### Cell outlines without signal wires

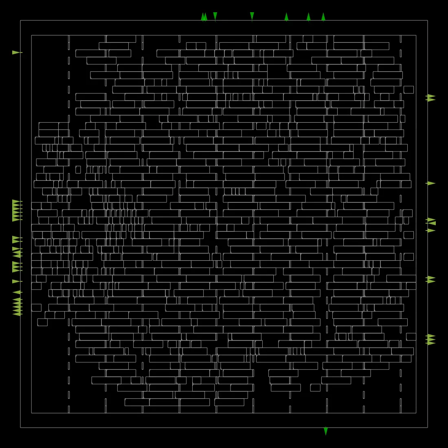
### Placement by cell class

Scale bar: 50 µm.
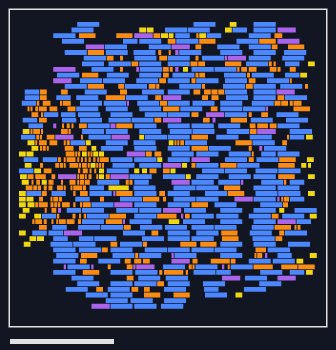
### The metal 2 layer

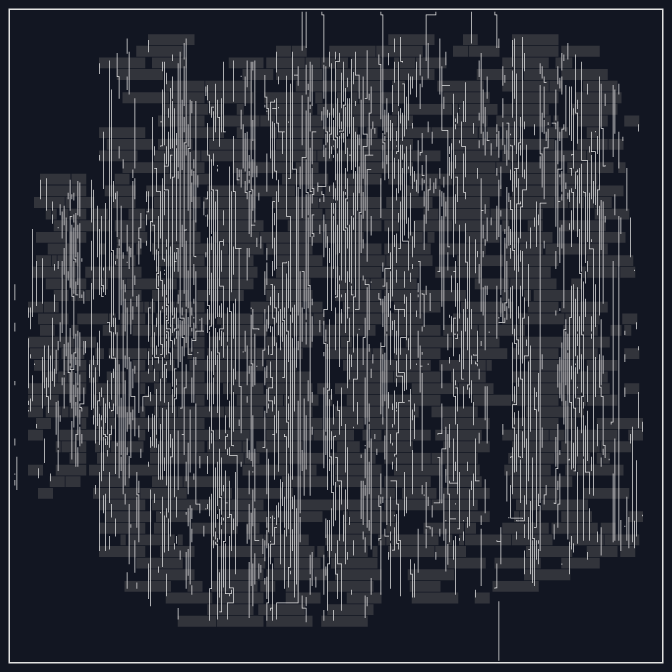
### src/rtl/uart_frame_assembler.sv
// Packs UART bytes little-endian into samples, stores one frame, hands it to the FFT via valid/ack.
// Optional idle timeout for partial frames: define ASSEMBLER_TIMEOUT_EN.
module uart_frame_assembler #(
    parameter int FFT_SIZE       = 16,
    parameter int WORD_SIZE      = 16,
    parameter int DATA_LENGTH    = 8,
    parameter int STAGES         = 4,
    parameter int TIMEOUT_CYCLES = 100000
) (
    input  logic                   i_clk,
    input  logic                   i_rst,
    input  logic                   i_byte_valid,
    input  logic [DATA_LENGTH-1:0] i_byte,
    input  logic                   i_byte_error,
    input  logic [STAGES-1:0]      i_rd_addr,
    output logic [WORD_SIZE-1:0]   o_rd_data,
    output logic                   o_frame_valid,
    input  logic                   i_frame_ack,
    output logic [STAGES:0]        o_sample_cnt,
    output logic                   o_overrun,
    output logic                   o_discard
);

    localparam int BYTES = WORD_SIZE / DATA_LENGTH;
    localparam int BCW   = (BYTES > 1) ? $clog2(BYTES) : 1;

    typedef enum logic {COLLECT = 1'b0, FULL = 1'b1} state_t;

    state_t                 state_q, state_d;
    logic [BCW-1:0]         byte_cnt_q, byte_cnt_d;
    logic [STAGES:0]        sample_cnt_q, sample_cnt_d;
    logic [WORD_SIZE-1:0]   asm_q, asm_d;
    logic                   overrun_q, overrun_d;
    logic                   discard_q, discard_d;
    logic [WORD_SIZE-1:0]   rd_data_q;

    logic [BCW-1:0]         base_byte;
    logic [STAGES:0]        base_sample;
    logic [WORD_SIZE-1:0]   merged_word;
    logic                   accept;
    logic                   wr_en;
    logic [STAGES-1:0]      wr_addr;

    logic [WORD_SIZE-1:0]   frame_mem [FFT_SIZE];

    // Incoming byte replaces the lane selected by the (possibly ack-restarted) byte counter.
    for (genvar gi = 0; gi < BYTES; gi++) begin : g_lane
        assign merged_word[gi*DATA_LENGTH +: DATA_LENGTH] =
            (base_byte == BCW'(gi)) ? i_byte : asm_q[gi*DATA_LENGTH +: DATA_LENGTH];
    end

`ifdef ASSEMBLER_TIMEOUT_EN
    localparam int IW = $clog2(TIMEOUT_CYCLES + 1);
    logic [IW-1:0] idle_q, idle_d;
    logic          timeout_hit;

    always_comb begin
        idle_d      = '0;
        timeout_hit = 1'b0;
        if (state_q == COLLECT && (byte_cnt_q != '0 || sample_cnt_q != '0) && !i_byte_valid) begin
            if (idle_q + IW'(1) == IW'(TIMEOUT_CYCLES)) begin
                timeout_hit = 1'b1;
            end else begin
                idle_d = idle_q + IW'(1);
            end
        end
    end

    always_ff @(posedge i_clk) begin
        if (i_rst) begin
            idle_q <= '0;
        end else begin
            idle_q <= idle_d;
        end
    end
`else
    logic timeout_hit;
    assign timeout_hit = 1'b0;
    // Partial frames wait indefinitely; TIMEOUT_CYCLES only sizes the optional idle counter.
    if (TIMEOUT_CYCLES < 0) begin : g_timeout_unused
    end
`endif

    always_comb begin
        state_d      = state_q;
        byte_cnt_d   = byte_cnt_q;
        sample_cnt_d = sample_cnt_q;
        asm_d        = asm_q;
        overrun_d    = 1'b0;
        discard_d    = 1'b0;
        accept       = 1'b0;
        wr_en        = 1'b0;
        base_byte    = byte_cnt_q;
        base_sample  = sample_cnt_q;

        case (state_q)
            COLLECT: begin
                if (i_byte_valid && i_byte_error) begin
                    byte_cnt_d   = '0;
                    sample_cnt_d = '0;
                    discard_d    = 1'b1;
                end else if (i_byte_valid) begin
                    accept = 1'b1;
                end else if (timeout_hit) begin
                    byte_cnt_d   = '0;
                    sample_cnt_d = '0;
                    discard_d    = 1'b1;
                end
            end
            FULL: begin
                if (i_frame_ack) begin
                    state_d      = COLLECT;
                    byte_cnt_d   = '0;
                    sample_cnt_d = '0;
                    base_byte    = '0;
                    base_sample  = '0;
                    if (i_byte_valid && i_byte_error) begin
                        discard_d = 1'b1;
                    end else if (i_byte_valid) begin
                        accept = 1'b1;
                    end
                end else if (i_byte_valid) begin
                    overrun_d = 1'b1;
                end
            end
            default: state_d = COLLECT;
        endcase

        if (accept) begin
            asm_d = merged_word;
            if (base_byte == BCW'(BYTES - 1)) begin
                wr_en        = 1'b1;
                byte_cnt_d   = '0;
                sample_cnt_d = base_sample + 1'b1;
                if (base_sample == (STAGES+1)'(FFT_SIZE - 1)) begin
                    state_d = FULL;
                end
            end else begin
                byte_cnt_d = base_byte + 1'b1;
            end
        end
    end

    assign wr_addr = base_sample[STAGES-1:0];

    always_ff @(posedge i_clk) begin
        if (i_rst) begin
            state_q      <= COLLECT;
            byte_cnt_q   <= '0;
            sample_cnt_q <= '0;
            asm_q        <= '0;
            overrun_q    <= 1'b0;
            discard_q    <= 1'b0;
        end else begin
            state_q      <= state_d;
            byte_cnt_q   <= byte_cnt_d;
            sample_cnt_q <= sample_cnt_d;
            asm_q        <= asm_d;
            overrun_q    <= overrun_d;
            discard_q    <= discard_d;
        end
    end

    // Frame RAM: no reset so it maps onto block RAM.
    always_ff @(posedge i_clk) begin
        if (wr_en) begin
            frame_mem[wr_addr] <= merged_word;
        end
    end

    always_ff @(posedge i_clk) begin
        if (i_rst) begin
            rd_data_q <= '0;
        end else begin
            rd_data_q <= frame_mem[i_rd_addr];
        end
    end

    assign o_rd_data     = rd_data_q;
    assign o_frame_valid = (state_q == FULL);
    assign o_sample_cnt  = sample_cnt_q;
    assign o_overrun     = overrun_q;
    assign o_discard     = discard_q;

endmodule

### config.mk
export PLATFORM = sky130hd
export DESIGN_NAME = uart_frame_assembler
export DESIGN_NICKNAME = d
export VERILOG_FILES = /design/src/rtl/uart_frame_assembler.sv
export SDC_FILE = /design/constraint.sdc
export NUM_CORES = 1
export LEC_CHECK = 0
export CAP_MARGIN = 30
export CORE_MARGIN = 4
export CORE_UTILIZATION = 55
export DETAILED_ROUTE_END_ITERATION = 16
export GPL_ROUTABILITY_DRIVEN = 0
export PLACE_DENSITY = 0.73
export SLEW_MARGIN = 10
export SYNTH_ARGS = -nofsm -noshare
export SYNTH_HDL_FRONTEND = slang
export SYNTH_SLANG_ARGS = --single-unit
### constraint.sdc
create_clock -name i_clk -period 7.4 [get_ports i_clk]
set_input_delay 1.11 -clock i_clk [delete_from_list [all_inputs] [get_ports i_clk]]
set_output_delay 1.11 -clock i_clk [all_outputs]
set_load 0.02 [all_outputs]
==> reports/metrics.cfg <==
[cells_and_area]
largest_cell_class=flip-flops and latches
nets=702
comb_share=0.209
drive_above_1_share=0.188
clock_area_frac=0.0675
antenna_cells=0
utilization=0.641
syn_to_final_growth_pct=13.7
n_all_inverters=4
buffers_excl_clock=62
final_cells=972
regArea_um2=8510
seq_share=0.652
n_clock_buffer=37
nMultiInputCombCells=286
mostFrequentLayoutCell=edfxtp_1
final_cell_mix=edfxtp_1, mux2i_1, dfxtp_1
bufAreaShareNonClock=0.0449
logic_area_um2=2720

[setup_path]
r2r_slack_ns=4.85
r2r-start=o_frame_valid
path_max_fanout=15
cp-end-kind=flop
start_kind=input pin
rr_endpoint=frame_mem[4][15]
path_delay_family=simple AND/OR/NAND/NOR gates
path_cells=clkdlybuf4s50_1, and4bb_2, nand2_1, nor3b_2, buf_4
crit_slowest_cell=nor3b_2
critPathKind=input pin to flop
cp.required_ns=7.64
reg2reg_depth=7
endpoint=frame_mem[7][1]
worst-path-stages=5
critPathBufInv=2
critPathMaxStageDelay_ns=0.75
arrival_ns=3.45
cp-startpoint=i_byte_valid

[synthesis]
synth_flops=297
ys_area_um2=11500
synth_cell_types=45
synth_seq_share=0.741
syn-instance-count=620
ys_cells=620
synthFlopType=edfxtp_1
synth-edff-count=256
syn_area_um2=11500
syn_avg_cell_area_um2=18.5
async_flop_share=0
fp_nets=642
ys_warn_count=0

[global_route]
gr-total-overflow=0
antenna_found_initial=0
track_usage=0.211
grt_pass1_wl_um=37300
grt_max_degree=48
grt_pass1_vias=6046

[final_timing]
setup_tns_ns=0
slew_violations=0
relSlewSlack=0.365
fin_crit_sh=0.434
setup_viol=0
tightestPinTransition_ns=0.949
rsz0062_at_grt=false
fmax_ghz=0.311
finalHoldViolCount=0
finClkSkew_ns=0.0131
fin_crit_ns=3.21
worst_slack_ns=4.19

[hold_path]
hold_class=flop to flop
min_from=asm_q[9]
whs_path_depth=2
min_delay_worst_endpoint=asm_q[9]

[detailed_routing]
via_per_inst=6.11
wirelength_um=24600
ant_nets=0
num_vias=5937
wl_per_cell_um=25.3
drc=0
drt_iter0_markers=439
drt-pass1-iter-count=5

[power]
combPwrFrac=0.052
pwr-share-seq=0.544
total_leakage_power_nw=4.30
clockPowerShare=0.405
cell_internal_pwr_w=0.00269
ir_worst_vdd_uv=157
power_w=0.00338
pwr_density_cell_nw_per_um2=259
netSwitchingFraction=0.205
switchingPower_w=0.000692

[clock_tree]
cts_hold_buf=0
numCtsBuffers=29
cts_tree=done
htreeDepth=1
cts_setup_buffers=0
cts_buffer_depth=3
cts-root-buf=clkbuf_16
clkSinkCount=297
clk_pin_slew_ns=0.06
post_cts_resize_count=0
insertion_delay_ns=0.54

[placement]
pre_cts_ws_ns=3.69
port_buffers=40
hpwl_um=14400
dp.cells=919

[floorplanning]
initial_utilization=0.563
placementRows=52
io_pins=41
chipArea_um2=23200
taps=270
coreArea_um2=20400
die_x_um=152
die_h_um=152

[status]
status=finished, final reports clean

[job]
maxCapViolCount=0
log.warning_count=29

About 'Cell outlines without signal wires':
flip-flops: 297
fill count: 1375

About 'Placement by cell class':
class	colour	cells	share of their area
clock drivers and dummy loads	purple	53	6.9%
sequential cells	blue	297	67%
remaining buffers and delay cells	yellow	62	4.6%
remaining logic cells	orange	290	22%

About 'The metal 2 layer':
main direction	vertical
longest straight run	75.8 µm
share of all routed wire	49%

==> power by group through the flow <==
stage | Combinational (W) | Sequential, W | Clock [W]
3_5_place_dp | 0.000175 | 0.00187 | 0
5_1_grt | 0.000186 | 0.00184 | 0.00146
6_report | 0.000174 | 0.00184 | 0.00137
3_3_place_gp | 0.000169 | 0.00187 | 0
4_1_cts | 0.000175 | 0.00184 | 0.00139
2_1_floorplan | 0.000104 | 0.00188 | 0
==> per-layer routing <==
metal,track usage,vias up,wire length [µm]
li1,-,2605,-
met1,0.301,3050,10300
met2,0.345,253,12000
met3,0.0417,29,1850
met4,0.0471,0,425
met5,0,-,0
==> metrics by stage <==
step / instance area, µm² / hold WS [ns]
2_1_floorplan: 11500 / 0.434
3_3_place_gp: 12100 / 0.439
3_5_place_dp: 12200 / 0.455
4_1_cts: 13100 / 0.463
5_1_grt: 13100 / 0.477
6_report: 13100 / 0.458
==> sequential cells by signal, summed over array words and instances (netlist names) <==
| register | count |
|---|---|
| o_overrun | 1 |
| o_frame_valid | 1 |
| frame_mem | 256 |
| byte_cnt_q | 1 |
| o_rd_data | 16 |
| o_sample_cnt | 5 |
| o_discard | 1 |
| asm_q | 16 |
==> kinds of logic after synthesis <==
kind of cell,Yosys count,synth area share
compound gates,74,0.0437
fa+ha+maj,5,0.00545
buf+inv,37,0.0225
flops,297,0.741
mux,111,0.148
simple gates,96,0.0393
==> cell usage after synthesis (12+ instances only) <==
cell type	count	share of area
edfxtp_1	256	0.67
clkbuf_1	12	0.0039
a221oi_1	14	0.011
mux2i_1	47	0.041
mux4_2	38	0.075
mux2_2	21	0.021
nor2_1	29	0.0095
dfxtp_1	41	0.072
o21ai_1	14	0.0061
nand2_1	39	0.013
a21oi_1	19	0.0083
Power and IR drop assume default switching activity.
